## config.mk

```make
export PLATFORM = sky130hd
export DESIGN_NAME = wave_capture_ctrl
export DESIGN_NICKNAME = d
export VERILOG_FILES = /design/src/rtl/wave_capture_ctrl.sv
export SDC_FILE = /design/constraint.sdc
export NUM_CORES = 1
export LEC_CHECK = 0
export ABC_CLOCK_PERIOD_IN_PS = 4600
export CAP_MARGIN = 20
export CELL_PAD_IN_SITES_DETAIL_PLACEMENT = 0
export CELL_PAD_IN_SITES_GLOBAL_PLACEMENT = 1
export CORE_MARGIN = 2
export CORE_UTILIZATION = 40
export CTS_CLUSTER_DIAMETER = 50
export DETAILED_ROUTE_END_ITERATION = 10
export GPL_ROUTABILITY_DRIVEN = 0
export PLACE_DENSITY_LB_ADDON = 0.12
export RECOVER_POWER = 50
export SLEW_MARGIN = 15
export SYNTH_ARGS = -nofsm -noshare
export SYNTH_HDL_FRONTEND = slang
export SYNTH_SLANG_ARGS = --single-unit
```

## constraint.sdc

```tcl
create_clock -name clk -period 4.6 [get_ports clk]
set_input_delay 0.92 -clock clk [delete_from_list [all_inputs] [get_ports clk]]
set_output_delay 0.92 -clock clk [all_outputs]
set_load 0.03 [all_outputs]
```

## src/rtl/wave_capture_ctrl.sv

```systemverilog
// Ping-pong waveform capture sequencer: arms on a rising zero-crossing or timeout,
// fills one bank of 2^ADDR_W samples, then swaps banks on the next vsync rising edge.
//
//   state   | meaning
//   --------+-----------------------------------------------------------
//   ARM     | waiting for rising zero-crossing or trigger timeout
//   CAPTURE | writing one sample per accepted strobe into the write bank
//   DONE    | bank full; waiting for vsync rise to hand it to the display
module wave_capture_ctrl #(
  parameter int ADDR_W       = 8,
  parameter int TRIG_TIMEOUT = 1024
) (
  input  logic              clk,
  input  logic              reset_n,
  input  logic              new_sample,
  input  logic [15:0]       sample,
  input  logic              vsync,
  input  logic              capture_en,
  output logic              wr_en,
  output logic [ADDR_W-1:0] wr_addr,
  output logic [7:0]        wr_data,
  output logic              wr_bank,
  output logic              rd_bank,
  output logic              frame_swapped,
  output logic [1:0]        state
);

  localparam int CNT_W = (TRIG_TIMEOUT > 0) ? $clog2(TRIG_TIMEOUT + 1) : 1;
  localparam logic [CNT_W-1:0]  CNT_MAX   = CNT_W'(TRIG_TIMEOUT);
  localparam logic [ADDR_W-1:0] ADDR_LAST = '1;

  typedef enum logic [1:0] {
    ARM     = 2'd0,
    CAPTURE = 2'd1,
    DONE    = 2'd2
  } state_t;

  state_t             st, st_nxt;
  logic [CNT_W-1:0]   cnt, cnt_nxt;
  logic               prev_sign, vsync_q;
  logic               wr_en_nxt, bank_nxt, fs_nxt;
  logic [ADDR_W-1:0]  addr_nxt;
  logic [7:0]         data_nxt;
  logic               vsync_rise, crossing;
  logic [7:0]         pcm8;

  assign vsync_rise = vsync & ~vsync_q;
  assign crossing   = prev_sign & ~sample[15];
  assign pcm8       = {~sample[15], sample[14:8]};
  assign state      = st;

  always_comb begin
    st_nxt    = st;
    cnt_nxt   = cnt;
    wr_en_nxt = 1'b0;
    addr_nxt  = wr_addr;
    data_nxt  = wr_data;
    bank_nxt  = wr_bank;
    fs_nxt    = 1'b0;
    case (st)
      ARM: begin
        if (new_sample && capture_en) begin
          if (crossing || cnt == CNT_MAX) begin
            st_nxt    = CAPTURE;
            cnt_nxt   = '0;
            wr_en_nxt = 1'b1;
            addr_nxt  = '0;
            data_nxt  = pcm8;
          end else begin
            // cnt < CNT_MAX here, so the increment saturates naturally at the trigger point
            cnt_nxt = cnt + CNT_W'(1);
          end
        end
      end
      CAPTURE: begin
        if (new_sample) begin
          wr_en_nxt = 1'b1;
          addr_nxt  = wr_addr + ADDR_W'(1);
          data_nxt  = pcm8;
          if (wr_addr == ADDR_LAST - ADDR_W'(1)) st_nxt = DONE;
        end
      end
      DONE: begin
        if (vsync_rise) begin
          bank_nxt = ~wr_bank;
          fs_nxt   = 1'b1;
          st_nxt   = ARM;
        end
      end
      default: st_nxt = ARM;
    endcase
  end

  always_ff @(posedge clk or negedge reset_n) begin
    if (!reset_n) begin
      st            <= ARM;
      cnt           <= '0;
      prev_sign     <= 1'b0;
      vsync_q       <= 1'b0;
      wr_en         <= 1'b0;
      wr_addr       <= '0;
      wr_data       <= '0;
      wr_bank       <= 1'b0;
      rd_bank       <= 1'b1;
      frame_swapped <= 1'b0;
    end else begin
      st            <= st_nxt;
      cnt           <= cnt_nxt;
      vsync_q       <= vsync;
      if (new_sample) prev_sign <= sample[15];
      wr_en         <= wr_en_nxt;
      wr_addr       <= addr_nxt;
      wr_data       <= data_nxt;
      wr_bank       <= bank_nxt;
      rd_bank       <= ~bank_nxt;
      frame_swapped <= fs_nxt;
    end
  end

endmodule

```

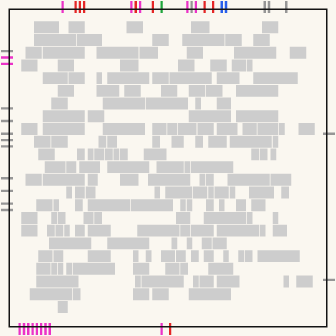
*Ports around the boundary*
Pins as bars across the die edge, other pins in gray.
red -> wr_data  # pins 8, direction output, edge 7 north, 1 south
green -> wr_en  # pins 1, direction output, edge north
blue -> state  # pins 2, direction output, edge north
magenta -> sample  # pins 16, direction input, edge 9 south, 5 north, 2 west

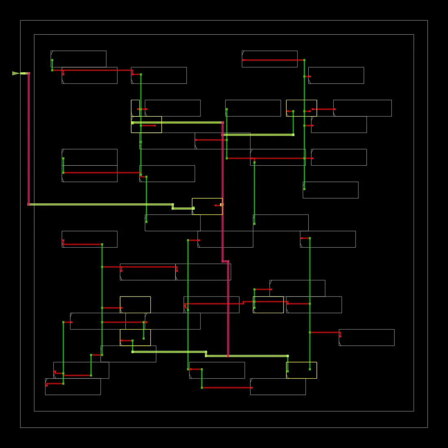
*The clock network*
clk sinks: 35
Worst-Skew Late Latency: 0.29 ns

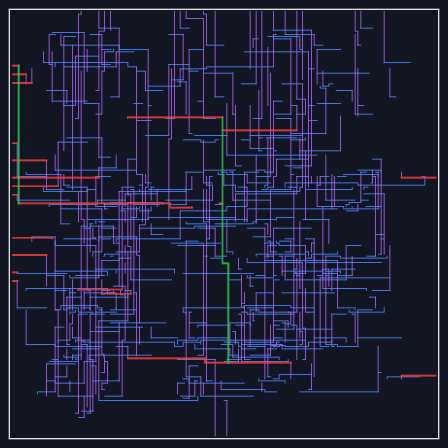
*Metal layers overlaid*
green -> M4  # wire length 61.4 um
purple -> M2  # wire length 1790 um
red -> M3  # wire length 150 um
blue -> M1  # wire length 1520 um

==> flow_metrics.tcl <==
# metrics dict for downstream scripts
set metrics [dict create \
    finalSetupViolations 0 \
    r2r-start "cnt[0]$_DFFE_PN0P_" \
    drv_cap 1 \
    reg2reg_slack_ns 2.47 \
    fin_area_um2 2100 \
    rr_endpoint "wr_data[3]$_DFFE_PN0P_" \
    ys_top_cells_by_area "dfrtp_1 (53%), xnor2_1 (4.9%), nor2_1 (3.9%)" \
    flop_cell "dfrtp_1" \
    grt_use_total_pct 17.5 \
    synthAoiAreaFrac_pct 7.96 \
    layout_min_cycle_time_ns 2.89 \
    violations "max-capacitance violations, max-slew violations" \
    finalHoldViolCount 0 \
    cts_buffer_depth 2 \
    area_growth_syn_to_layout_pct 30.0 \
    final_common_cell "dfrtp_1" \
    fp-utilization_pct 41.1 \
    crit_chain "dlygate4sd3_1, nand4bb_1, o21ai_4, mux2_2" \
    drt_wl_total_mm 3.52 \
    reg2reg_depth 6 \
    critical_path_class "in2reg" \
    antenna_found_initial 0 \
    grt_pass1_wl_mm 5.75 \
    crit_fanout 14 \
    comb_power_share_pct 41.6 \
    clkPwrFrac_pct 19.0 \
    path_depth 4 \
    ys_area_um2 1620 \
    nets 207 \
    holdPathStages 1 \
    drtIter0Drc 72 \
    xor_area_share_pct 6.49 \
    clockRootBuffer "clkbuf_8" \
    cts_tree "done" \
    fp.dieW_um 67.6 \
    simple_gate_area_share_pct 17.4 \
    die_y_um 67.6 \
    switchingPower_mw 0.494 \
    ys_seq_share_pct 54.2 \
    synth.net_count 168 \
    rsz0062_at_grt "false" \
    htree_levels 2 \
    synth_area_per_cell_um2 11.3 \
    viasPerCell 5.17 \
    synth_warnings 0 \
    worstSetupStartpointType "input pin" \
    synth_area_um2 1620 \
    power_leader "combinational logic" \
    yosys-top-cells-count "dfrtp_1 (34), nor2_1 (17), inv_1 (9), xnor2_1 (9), nand3_1 (8)" \
    clock.fmax_mhz 345 \
    portBuffers 34 \
    post-cts-setup-buffers 0 \
    coreArea_um2 3940 \
    adder_share_pct 3.09 \
    powerSeq_mw 0.506 \
    p_sw_share_pct 38.5 \
    arrival_ns 3.06 \
    cts_hold_buffers 0 \
    first_pass_iters 4 \
    drc 0 \
    dp_hpwl_mm 2.50 \
    fin_util_pct 53.4 \
    worstHoldPathType "reg2reg" \
    cts-resized-gates 0 \
    worstPathBufferInverterCount 1 \
    status "finished with violations" \
    reg.largest.list "cnt (11), wr_addr (8), wr_data (8)" \
    hold_end "frame_swapped$_DFF_PN0_" \
    top_area_share_pct 52.6 \
    p_int_mw 0.789 \
    synthCells 143 \
    edf_count 0 \
    grt_overflow 0 \
    powerClk_mw 0.243 \
    seq_power_share_pct 39.4 \
    dpl_cell_area_um2 2010 \
    crit_family "buffers and inverters" \
    p_total_mw 1.28 \
    slowest_delay_ns 0.67 \
    die_area_um2 4570 \
    final_cell_mix "dfrtp_1 (34), clkdlybuf4s50_1 (29), nor2_1 (17)" \
    grt_max_degree 36 \
    vias 1204 \
    relSlewSlack_pct -24.5 \
    tool_warnings 36 \
    worst_slew_pin_slew_ns 1.87 \
    synth.distinct_cells 31 \
    boundaryPins 43 \
    fp-row-count 23 \
    layout-drive-gt1-share_pct 11.5 \
    peakVddDrop_mv 0.258 \
    finalMaxSlewViolations 36 \
]
==> per-stage QoR <==
stage / setup slack [ns] / instances
after CTS: 1.74 / 233
after global placement: 1.42 / 225
after floorplan: 2.64 / 143
after global routing: 1.47 / 233
final: 1.71 / 233
after detailed placement: 1.46 / 225
==> area by class of cell <==
type | instances | area (um2) | area share (%)
Inverter | 9 | 33.8 | 1.61
Tap cell | 50 | 62.6 | 2.97
Sequential cell | 35 | 877 | 41.7
Multi-Input combinational cell | 96 | 687 | 32.6
Timing Repair Buffer | 35 | 344 | 16.3
Clock buffer | 8 | 100 | 4.76
==> routing by layer <==
layer | track usage, % | wire [um] | part of all wire, %
met1 | 21.6 | 1520 | 43
met2 | 27.5 | 1790 | 51
met3 | 6.50 | 149 | 4.2
met4 | 7.14 | 61 | 1.7
met5 | 0 | 0 | 0
